## src/rtl/i2c_slave_bridge_regs_if.sv

```systemverilog
// Local-bus side of the I2C register bridge.
//   bus_waddr/bus_wdata : write address/data (regs 0x00..0x07)
//   bus_wr              : one-cycle write request
//   bus_raddr           : read address (regs 0x08..0x0B)
//   bus_rd              : one-cycle read request
//   bus_rdata/bus_rvalid: read return, loaded into regs 0x0C..0x0F
// The bridge issues requests (master); the local bus answers (slave).
interface i2c_slave_bridge_regs_if;
    logic [31:0] bus_waddr;
    logic [31:0] bus_wdata;
    logic        bus_wr;
    logic [31:0] bus_raddr;
    logic        bus_rd;
    logic [31:0] bus_rdata;
    logic        bus_rvalid;

    modport master (
        output bus_waddr, bus_wdata, bus_wr, bus_raddr, bus_rd,
        input  bus_rdata, bus_rvalid
    );

    modport slave (
        input  bus_waddr, bus_wdata, bus_wr, bus_raddr, bus_rd,
        output bus_rdata, bus_rvalid
    );
endinterface

```

## src/rtl/i2c_slave_bridge_regs.sv

```systemverilog
// I2C slave register bridge at device address SLAVE_ADDR.
// I2C writes fill a 16-byte register file (write addr, write data, read addr,
// read data); storing reg 0x07 / 0x0B fires a one-cycle write / read request.
// I2C reads return register contents starting at the current pointer.
// Ports:
//   clk_i, rst_ni   : system clock, async active-low reset
//   scl_i, sda_i    : asynchronous I2C pad inputs (oversampled)
//   sda_o, sda_oe_o : open-drain data (sda_o tied 0, sda_oe_o = pull low)
//   busy_o          : addressed transaction in progress
//   bus             : local-bus request/response interface (master modport)
module i2c_slave_bridge_regs #(
    parameter logic [6:0] SLAVE_ADDR = 7'h66
) (
    input  logic clk_i,
    input  logic rst_ni,
    input  logic scl_i,
    input  logic sda_i,
    output logic sda_o,
    output logic sda_oe_o,
    output logic busy_o,
    i2c_slave_bridge_regs_if.master bus
);
    typedef enum logic [3:0] {
        IDLE, DEV_ADDR, DEV_ACK, PTR, PTR_ACK,
        WR_BYTE, WR_ACK, RD_BYTE, RD_ACK, IGNORE
    } state_e;

    state_e      state;
    logic [1:0]  scl_sync, sda_sync;
    logic        scl_prev, sda_prev;
    logic [2:0]  bit_cnt;
    logic [6:0]  shreg;
    logic [7:0]  tx;
    logic [3:0]  ptr;
    logic        phase;    // ACK: driving slot; RD_BYTE: all 8 bits sent; RD_ACK: master ACKed
    logic        rw;
    logic        sda_oe, busy, wr_q, rd_q;
    logic [7:0]  regs [16];

    logic scl_s, sda_s, scl_rise, scl_fall, start_det, stop_det;
    logic [7:0] rx_byte;

    assign scl_s     = scl_sync[1];
    assign sda_s     = sda_sync[1];
    assign scl_rise  =  scl_s & ~scl_prev;
    assign scl_fall  = ~scl_s &  scl_prev;
    assign start_det =  scl_s & scl_prev &  sda_prev & ~sda_s;
    assign stop_det  =  scl_s & scl_prev & ~sda_prev &  sda_s;
    assign rx_byte   = {shreg, sda_s};

    // Synchronisers reset to the idle-bus level so reset release never
    // looks like a START.
    always_ff @(posedge clk_i or negedge rst_ni) begin
        if (!rst_ni) begin
            scl_sync <= 2'b11;
            sda_sync <= 2'b11;
            scl_prev <= 1'b1;
            sda_prev <= 1'b1;
        end else begin
            scl_sync <= {scl_sync[0], scl_i};
            sda_sync <= {sda_sync[0], sda_i};
            scl_prev <= scl_s;
            sda_prev <= sda_s;
        end
    end

    always_ff @(posedge clk_i or negedge rst_ni) begin
        if (!rst_ni) begin
            state   <= IDLE;
            bit_cnt <= '0;
            shreg   <= '0;
            tx      <= '0;
            ptr     <= '0;
            phase   <= 1'b0;
            rw      <= 1'b0;
            sda_oe  <= 1'b0;
            busy    <= 1'b0;
            wr_q    <= 1'b0;
            rd_q    <= 1'b0;
            for (int i = 0; i < 16; i++) regs[i] <= '0;
        end else begin
            wr_q <= 1'b0;
            rd_q <= 1'b0;
            if (stop_det) begin
                state  <= IDLE;
                sda_oe <= 1'b0;
                busy   <= 1'b0;
                phase  <= 1'b0;
            end else if (start_det) begin
                state   <= DEV_ADDR;
                bit_cnt <= 3'd7;
                sda_oe  <= 1'b0;
                busy    <= 1'b0;
                phase   <= 1'b0;
            end else begin
                case (state)
                    DEV_ADDR, PTR, WR_BYTE: begin
                        if (scl_rise) begin
                            shreg   <= rx_byte[6:0];
                            bit_cnt <= bit_cnt - 3'd1;
                            phase   <= 1'b0;
                            if (bit_cnt == 3'd0) begin
                                if (state == DEV_ADDR) begin
                                    rw    <= rx_byte[0];
                                    state <= (rx_byte[7:1] == SLAVE_ADDR) ? DEV_ACK : IGNORE;
                                end else if (state == PTR) begin
                                    ptr   <= rx_byte[3:0];
                                    state <= (rx_byte[7:4] == 4'h0) ? PTR_ACK : IGNORE;
                                end else begin
                                    // 0x0C..0x0F belong to the local bus; ACK but drop
                                    if (ptr < 4'hC) regs[ptr] <= rx_byte;
                                    wr_q  <= (ptr == 4'h7);
                                    rd_q  <= (ptr == 4'hB);
                                    ptr   <= ptr + 4'd1;
                                    state <= WR_ACK;
                                end
                            end
                        end
                    end
                    // ACK slot spans from the 8th-bit SCL fall to the next fall
                    DEV_ACK, PTR_ACK, WR_ACK: begin
                        if (scl_fall) begin
                            if (!phase) begin
                                phase  <= 1'b1;
                                sda_oe <= 1'b1;
                                if (state == DEV_ACK) busy <= 1'b1;
                            end else begin
                                phase   <= 1'b0;
                                sda_oe  <= 1'b0;
                                bit_cnt <= 3'd7;
                                if (state == DEV_ACK && rw) begin
                                    tx     <= regs[ptr];
                                    sda_oe <= ~regs[ptr][7];
                                    state  <= RD_BYTE;
                                end else begin
                                    state <= (state == DEV_ACK) ? PTR : WR_BYTE;
                                end
                            end
                        end
                    end
                    RD_BYTE: begin
                        if (scl_rise) begin
                            if (bit_cnt == 3'd0) phase <= 1'b1;
                            else                 bit_cnt <= bit_cnt - 3'd1;
                        end else if (scl_fall) begin
                            if (phase) begin
                                phase  <= 1'b0;
                                sda_oe <= 1'b0;
                                state  <= RD_ACK;
                            end else begin
                                tx     <= {tx[6:0], 1'b0};
                                sda_oe <= ~tx[6];
                            end
                        end
                    end
                    RD_ACK: begin
                        if (scl_rise) begin
                            ptr <= ptr + 4'd1;
                            if (!sda_s) phase <= 1'b1;
                            else        state <= IGNORE;
                        end else if (scl_fall && phase) begin
                            phase   <= 1'b0;
                            bit_cnt <= 3'd7;
                            tx      <= regs[ptr];
                            sda_oe  <= ~regs[ptr][7];
                            state   <= RD_BYTE;
                        end
                    end
                    default: ;
                endcase
            end
            // Local-bus read return; placed last so it wins over I2C writes
            if (bus.bus_rvalid) begin
                regs[12] <= bus.bus_rdata[31:24];
                regs[13] <= bus.bus_rdata[23:16];
                regs[14] <= bus.bus_rdata[15:8];
                regs[15] <= bus.bus_rdata[7:0];
            end
        end
    end

    assign sda_o         = 1'b0;
    assign sda_oe_o      = sda_oe;
    assign busy_o        = busy;
    assign bus.bus_wr    = wr_q;
    assign bus.bus_rd    = rd_q;
    assign bus.bus_waddr = {regs[0], regs[1], regs[2],  regs[3]};
    assign bus.bus_wdata = {regs[4], regs[5], regs[6],  regs[7]};
    assign bus.bus_raddr = {regs[8], regs[9], regs[10], regs[11]};
endmodule

```

## src/flat_wrapper.sv

```systemverilog
// flat-port wrapper written by rule: the top's interface ports become plain ports
module i2c_slave_bridge_regs_flat 
#(
    parameter logic [6:0] SLAVE_ADDR = 7'h66
)
  (clk_i, rst_ni, scl_i, sda_i, sda_o, sda_oe_o, busy_o, bus_bus_waddr, bus_bus_wdata, bus_bus_wr, bus_bus_raddr, bus_bus_rd, bus_bus_rdata, bus_bus_rvalid);
  i2c_slave_bridge_regs_if bus_i ();
  input  logic clk_i;
  input  logic rst_ni;
  input  logic scl_i;
  input  logic sda_i;
  output logic sda_o;
  output logic sda_oe_o;
  output logic busy_o;
  output wire logic [$bits(bus_i.bus_waddr)-1:0] bus_bus_waddr;
  output wire logic [$bits(bus_i.bus_wdata)-1:0] bus_bus_wdata;
  output wire logic [$bits(bus_i.bus_wr)-1:0] bus_bus_wr;
  output wire logic [$bits(bus_i.bus_raddr)-1:0] bus_bus_raddr;
  output wire logic [$bits(bus_i.bus_rd)-1:0] bus_bus_rd;
  input wire logic [$bits(bus_i.bus_rdata)-1:0] bus_bus_rdata;
  input wire logic [$bits(bus_i.bus_rvalid)-1:0] bus_bus_rvalid;
  assign bus_bus_waddr = bus_i.bus_waddr;
  assign bus_bus_wdata = bus_i.bus_wdata;
  assign bus_bus_wr = bus_i.bus_wr;
  assign bus_bus_raddr = bus_i.bus_raddr;
  assign bus_bus_rd = bus_i.bus_rd;
  assign bus_i.bus_rdata = bus_bus_rdata;
  assign bus_i.bus_rvalid = bus_bus_rvalid;
  i2c_slave_bridge_regs #(.SLAVE_ADDR(SLAVE_ADDR)) u_core (.clk_i(clk_i), .rst_ni(rst_ni), .scl_i(scl_i), .sda_i(sda_i), .sda_o(sda_o), .sda_oe_o(sda_oe_o), .busy_o(busy_o), .bus(bus_i));
endmodule
```

## config.mk

```make
export PLATFORM = sky130hd
export DESIGN_NAME = i2c_slave_bridge_regs_flat
export DESIGN_NICKNAME = d
export VERILOG_FILES = /design/src/rtl/i2c_slave_bridge_regs_if.sv /design/src/rtl/i2c_slave_bridge_regs.sv /design/src/flat_wrapper.sv
export SDC_FILE = /design/constraint.sdc
export NUM_CORES = 1
export LEC_CHECK = 0
export CAP_MARGIN = 20
export CORE_MARGIN = 8
export CORE_UTILIZATION = 54
export DETAILED_ROUTE_END_ITERATION = 6
export PLACE_DENSITY = 0.8
export SLEW_MARGIN = 20
export SYNTH_ARGS = -nofsm -noshare
export SYNTH_HDL_FRONTEND = slang
export SYNTH_SLANG_ARGS = --single-unit
```

## constraint.sdc

```tcl
create_clock -name clk_i -period 2.2 [get_ports clk_i]
set_input_delay 0.33 -clock clk_i [delete_from_list [all_inputs] [get_ports clk_i]]
set_output_delay 0.33 -clock clk_i [all_outputs]
set_load 0.05 [all_outputs]
```

Run 1, cells colored by class:
Fill, decap, tap and diode cells in gray.
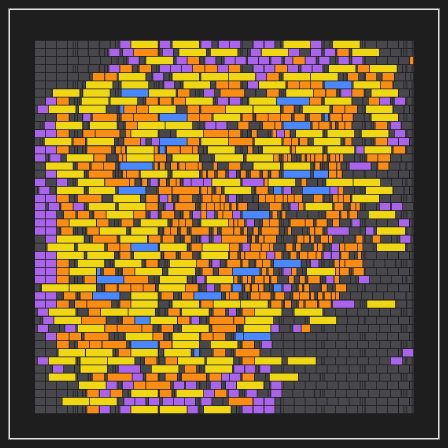
orange -> combinational and other logic  # cells 397, share of their area 37%
yellow -> flops  # cells 165, share of their area 40%
blue -> clock drivers and dummy loads  # cells 30, share of their area 5.5%
purple -> other buffers and delay cells  # cells 185, share of their area 18%
Site Rows: 46
Seq area share: 39.4%
fraction of the core area covered by cells at the end of the flow: 66.2%
Placeable Area: 15,900 sq um
final std cell area, no fill: 10,500 sq um

Run 1, signal metal coverage by tile:
Scale bar: 50 microns. The die is cut into 29 by 29 equal tiles; black is low, pale yellow is high, scaled to the fullest tile. Values are wire area over tile area, all layers added.
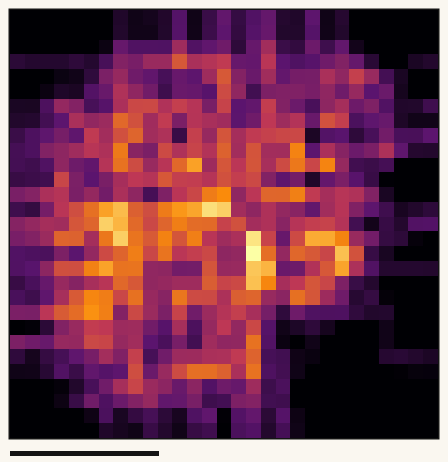
mean over tiles = 0.17
fullest tile = 0.60
densest ninth of the die = center
nearly empty tiles = 19%
emptiest ninth of the die = lower right
vias: 5,834
routed length per instance: 22.8 microns
Routed Wire Length: 22,600 microns
global-route usage over all layers: 22.8%

==> flow_summary.html, run 1 <==
<p>Metrics extracted from the flow reports.</p>
<table>
<tr><th>Metric</th><th>Value</th></tr>
<tr><th colspan="2">Place</th></tr>
<tr><td>Input/output buffers</td><td>136</td></tr>
<tr><th colspan="2">Synthesis</th></tr>
<tr><td>Top area cells in the synthesized netlist</td><td>sky130_fd_sc_hd__dfrtp_1 (45%), sky130_fd_sc_hd__mux2_2 (17%), sky130_fd_sc_hd__buf_4 (8.8%), sky130_fd_sc_hd__mux4_2 (6.7%), sky130_fd_sc_hd__mux2i_1 (2.4%)</td></tr>
<tr><td>Top cells by count</td><td>sky130_fd_sc_hd__dfrtp_1 (159), sky130_fd_sc_hd__mux2_2 (133), sky130_fd_sc_hd__buf_4 (103), sky130_fd_sc_hd__nand2_1 (27), sky130_fd_sc_hd__mux4_2 (26)</td></tr>
<tr><td>Count of flip-flops with a built-in enable after synthesis</td><td>0</td></tr>
<tr><td>Cell count listed in synth_stat.txt</td><td>698</td></tr>
<tr><td>Synthesized Nets</td><td>741</td></tr>
<tr><th colspan="2">Timing</th></tr>
<tr><td>Maximum clock frequency</td><td>0.467 GHz</td></tr>
<tr><td>Worst-margin pin slew</td><td>659 ps</td></tr>
<tr><td>Fin Hold WS</td><td>318 ps</td></tr>
<tr><td>Final worst slack</td><td>57.6 ps</td></tr>
<tr><td># setup viols final</td><td>0</td></tr>
<tr><th colspan="2">Outcome</th></tr>
<tr><td>Run status</td><td>finished clean</td></tr>
<tr><th colspan="2">Cells and area</th></tr>
<tr><td>Inverters</td><td>5</td></tr>
<tr><td>Register cell area after layout</td><td>4140 sq um</td></tr>
<tr><th colspan="2">Worst hold path</th></tr>
<tr><td>Launch instance of the worst min-delay path</td><td>sda_i</td></tr>
<tr><th colspan="2">Global route</th></tr>
<tr><td>Maximum number of pins on one net before global-route repair</td><td>59</td></tr>
<tr><td>Met1 GRT Util</td><td>28.5%</td></tr>
<tr><th colspan="2">Clock tree</th></tr>
<tr><td>Number of buffers added for setup after CTS</td><td>0</td></tr>
<tr><th colspan="2">Route</th></tr>
<tr><td>Met3 Routed Length</td><td>1310 microns</td></tr>
<tr><th colspan="2">Pwr</th></tr>
<tr><td>Worst vdd ir</td><td>0.605 mV</td></tr>
<tr><td>Logic power comb</td><td>3.20 mW</td></tr>
<tr><th colspan="2">Worst setup path</th></tr>
<tr><td>Critical Path Sink Type</td><td>flop</td></tr>
<tr><th colspan="2">Die</th></tr>
<tr><td>Count of pins on the block boundary</td><td>138</td></tr>
</table>
Run 1, cell placement:
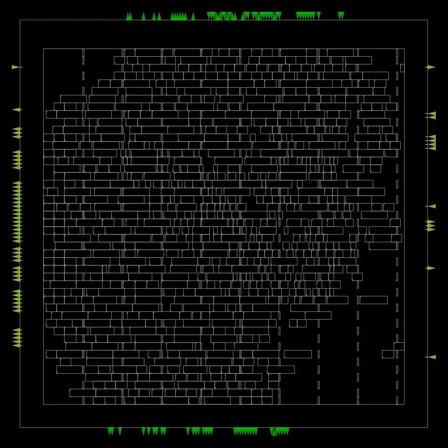
final standard cell count with taps included and fillers excluded: 993
fill cell total of the finished layout: 1,171
tap cells: 216

## run 1: per-stage QoR
stage | TNS (ps) | instance area (sq um)
2_1_floorplan | 0 | 8770
3_3_place_gp | 0 | 9860
3_5_place_dp | 0 | 9860
4_1_cts | 0 | 10400
5_1_grt | -470 | 10500
6_report | 0 | 10500
## run 1: critical path, stage by stage, from the launching register on
cell and delay, ps:
sky130_fd_sc_hd__dfrtp_2 410, sky130_fd_sc_hd__buf_12 210, sky130_fd_sc_hd__mux4_2 520, sky130_fd_sc_hd__mux2i_1 270, sky130_fd_sc_hd__o21ai_0 260, sky130_fd_sc_hd__nor3_1 220
sky130_fd_sc_hd__o31ai_1 100
Run 1, sequential cells grouped by signal name:
Other sequential cells in the stronger gray, the rest of the logic in the fainter gray.
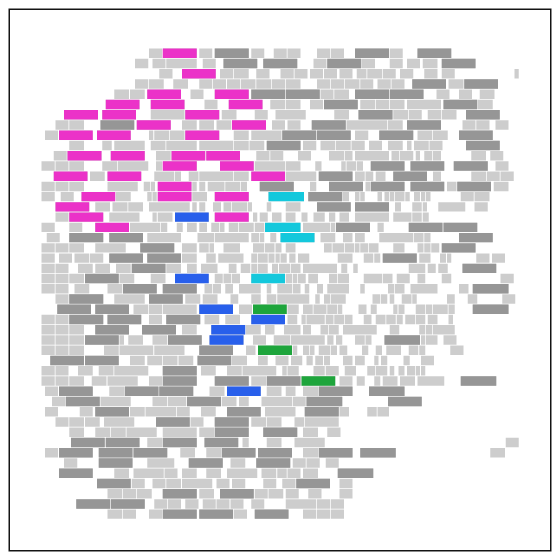

==> run 1 -> run 2 <==
CAP_MARGIN = default   (was 20)
CORE_UTILIZATION = 50   (was 54)
PLACE_DENSITY = 0.75   (was 0.8)
Run 2, sequential cells grouped by signal name:
Other sequential cells in the stronger gray, the rest of the logic in the fainter gray.
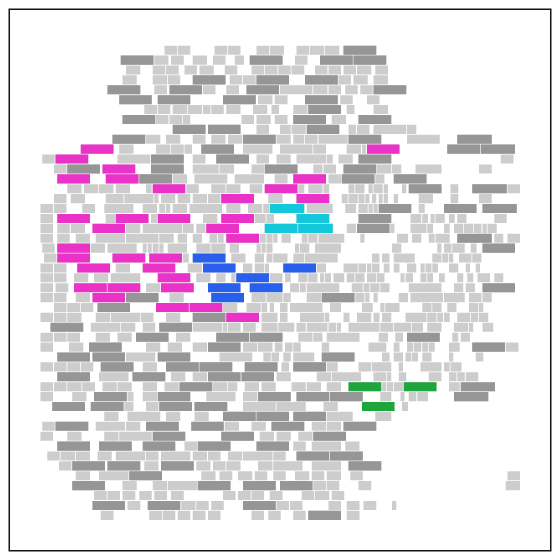
blue -> `u_core.shreg`  # sequential cells 7, where center
green -> `u_core.bit_cnt`  # sequential cells 3
cyan -> `u_core.ptr`  # sequential cells 4, where center
magenta -> `u_core.bus.bus_wdata`  # sequential cells 32
not colored = 119
register cell area after layout: 4140 sq um
Seq area share: 39.1%
fraction of the core area covered by cells at the end of the flow: 61.4%
Seq power: 3.67 mW

==> run 2 against run 1 <==
Die size increased by 7.1%. Clock-buffer cell count down 4. Core utilization decreased by 4.8 points. Synthesized area unchanged. Power up 1.9%. Flip-flop count did not move. Critical endpoint is now u_core.tx[6]. Global-route usage decreased by 1.4 points. Largest cell class unchanged. Critical path type unchanged.
==> flow_summary.html, run 2 <==
<p>Metrics extracted from the flow reports.</p>
<table>
<tr><th>Metric</th><th>Value</th></tr>
<tr><th colspan="2">Outcome</th></tr>
<tr><td>Run status</td><td>finished clean (unchanged)</td></tr>
<tr><th colspan="2">Synthesis</th></tr>
<tr><td>Top cells by count</td><td>sky130_fd_sc_hd__dfrtp_1 (159), sky130_fd_sc_hd__mux2_2 (133), sky130_fd_sc_hd__buf_4 (103), sky130_fd_sc_hd__nand2_1 (27), sky130_fd_sc_hd__mux4_2 (26) (unchanged)</td></tr>
<tr><td>Count of flip-flops with a built-in enable after synthesis</td><td>0 (unchanged)</td></tr>
<tr><td>Top area cells in the synthesized netlist</td><td>sky130_fd_sc_hd__dfrtp_1 (45%), sky130_fd_sc_hd__mux2_2 (17%), sky130_fd_sc_hd__buf_4 (8.8%), sky130_fd_sc_hd__mux4_2 (6.7%), sky130_fd_sc_hd__mux2i_1 (2.4%) (unchanged)</td></tr>
<tr><td>Synthesized Nets</td><td>741 (unchanged)</td></tr>
<tr><th colspan="2">Place</th></tr>
<tr><td>Area of placed instances</td><td>9910 sq um (was 9860 sq um)</td></tr>
<tr><td>Input/output buffers</td><td>136 (unchanged)</td></tr>
<tr><th colspan="2">Die</th></tr>
<tr><td>Site Rows</td><td>48 (was 46)</td></tr>
<tr><th colspan="2">Pwr</th></tr>
<tr><td>Logic power comb</td><td>3.35 mW (was 3.20 mW)</td></tr>
<tr><td>Worst vdd ir</td><td>0.625 mV (was 0.605 mV)</td></tr>
<tr><th colspan="2">Worst setup path</th></tr>
<tr><td>Number of buffer and inverter instances along the worst setup path</td><td>1 (unchanged)</td></tr>
<tr><td>Count of cell instances traversed by the critical path</td><td>6 (unchanged)</td></tr>
<tr><td>Critical Path Max Stage Delay</td><td>520 ps (about the same)</td></tr>
<tr><td>WP data arrival</td><td>2420 ps (about the same)</td></tr>
<tr><td>Critical-path cell with the highest stage delay</td><td>sky130_fd_sc_hd__mux4_2 (unchanged)</td></tr>
<tr><td>Worst-path cell chain</td><td>buf_12 -&gt; mux4_2 -&gt; mux2i_1 -&gt; o21ai_0 -&gt; nor3_1 -&gt; o31ai_1 (unchanged)</td></tr>
<tr><td>Critical Path Sink Type</td><td>flop (unchanged)</td></tr>
<tr><th colspan="2">Timing</th></tr>
<tr><td>Fin Hold WS</td><td>310 ps (was 318 ps)</td></tr>
<tr><td>Worst-margin pin slew</td><td>653 ps (was 659 ps)</td></tr>
<tr><td>Maximum clock frequency</td><td>0.470 GHz (was 0.467 GHz)</td></tr>
<tr><td># setup viols final</td><td>0 (unchanged)</td></tr>
<tr><td>Final worst slack</td><td>70.2 ps (was 57.6 ps)</td></tr>
<tr><th colspan="2">Route</th></tr>
<tr><td>Vias</td><td>5,834 (unchanged)</td></tr>
<tr><td>Routed length per instance</td><td>22.9 microns (was 22.8 microns)</td></tr>
<tr><td>Routed Wire Length</td><td>22,900 microns (was 22,600 microns)</td></tr>
<tr><th colspan="2">Cells and area</th></tr>
<tr><td>Final std cell area, no fill</td><td>10,600 sq um (was 10,500 sq um)</td></tr>
<tr><th colspan="2">Global route</th></tr>
<tr><td>Met1 GRT Util</td><td>27.1% (was 28.5%)</td></tr>
<tr><td>Number of antenna violations at the first check in global routing</td><td>0 (unchanged)</td></tr>
<tr><td>Maximum number of pins on one net before global-route repair</td><td>53 (was 59)</td></tr>
<tr><td>Global-route usage over all layers</td><td>21.4% (was 22.8%)</td></tr>
<tr><th colspan="2">Clock tree</th></tr>
<tr><td>Number of buffers added for setup after CTS</td><td>0 (unchanged)</td></tr>
</table>
## run 2: worst paths after layout
path,slack [ps],end
max in group asynchronous,1060,u_core.bus.bus_wdata[29]
hold / removal,310,u_core.scl_sync[0]
min in group asynchronous,430,u_core.bus.bus_rd
setup reg to reg,70,u_core.tx[6]
setup / recovery,70,u_core.tx[6]
hold reg to reg,360,u_core.sda_sync[1]
## run 2: metrics by stage
step           instances  total power [mW]  TNS (ps)
2_1_floorplan        698              5.83         0
3_3_place_gp         968              6.89         0
3_5_place_dp         968              6.97         0
4_1_cts             1001              10.0         0
5_1_grt             1002              10.5     -4.89
6_report            1002              10.0         0
## run 2: layout make-up
type,count,area [sq um]
multi-input cells,392,3750
clock buffers,18,439
well taps,225,282
fillers,1277,6650
repair buffers,183,1800
inverters,5,18.8
clock inverters,14,164
flip-flops and latches,165,4140
Power figures rest on the tool's default switching activity, not on a simulated workload.
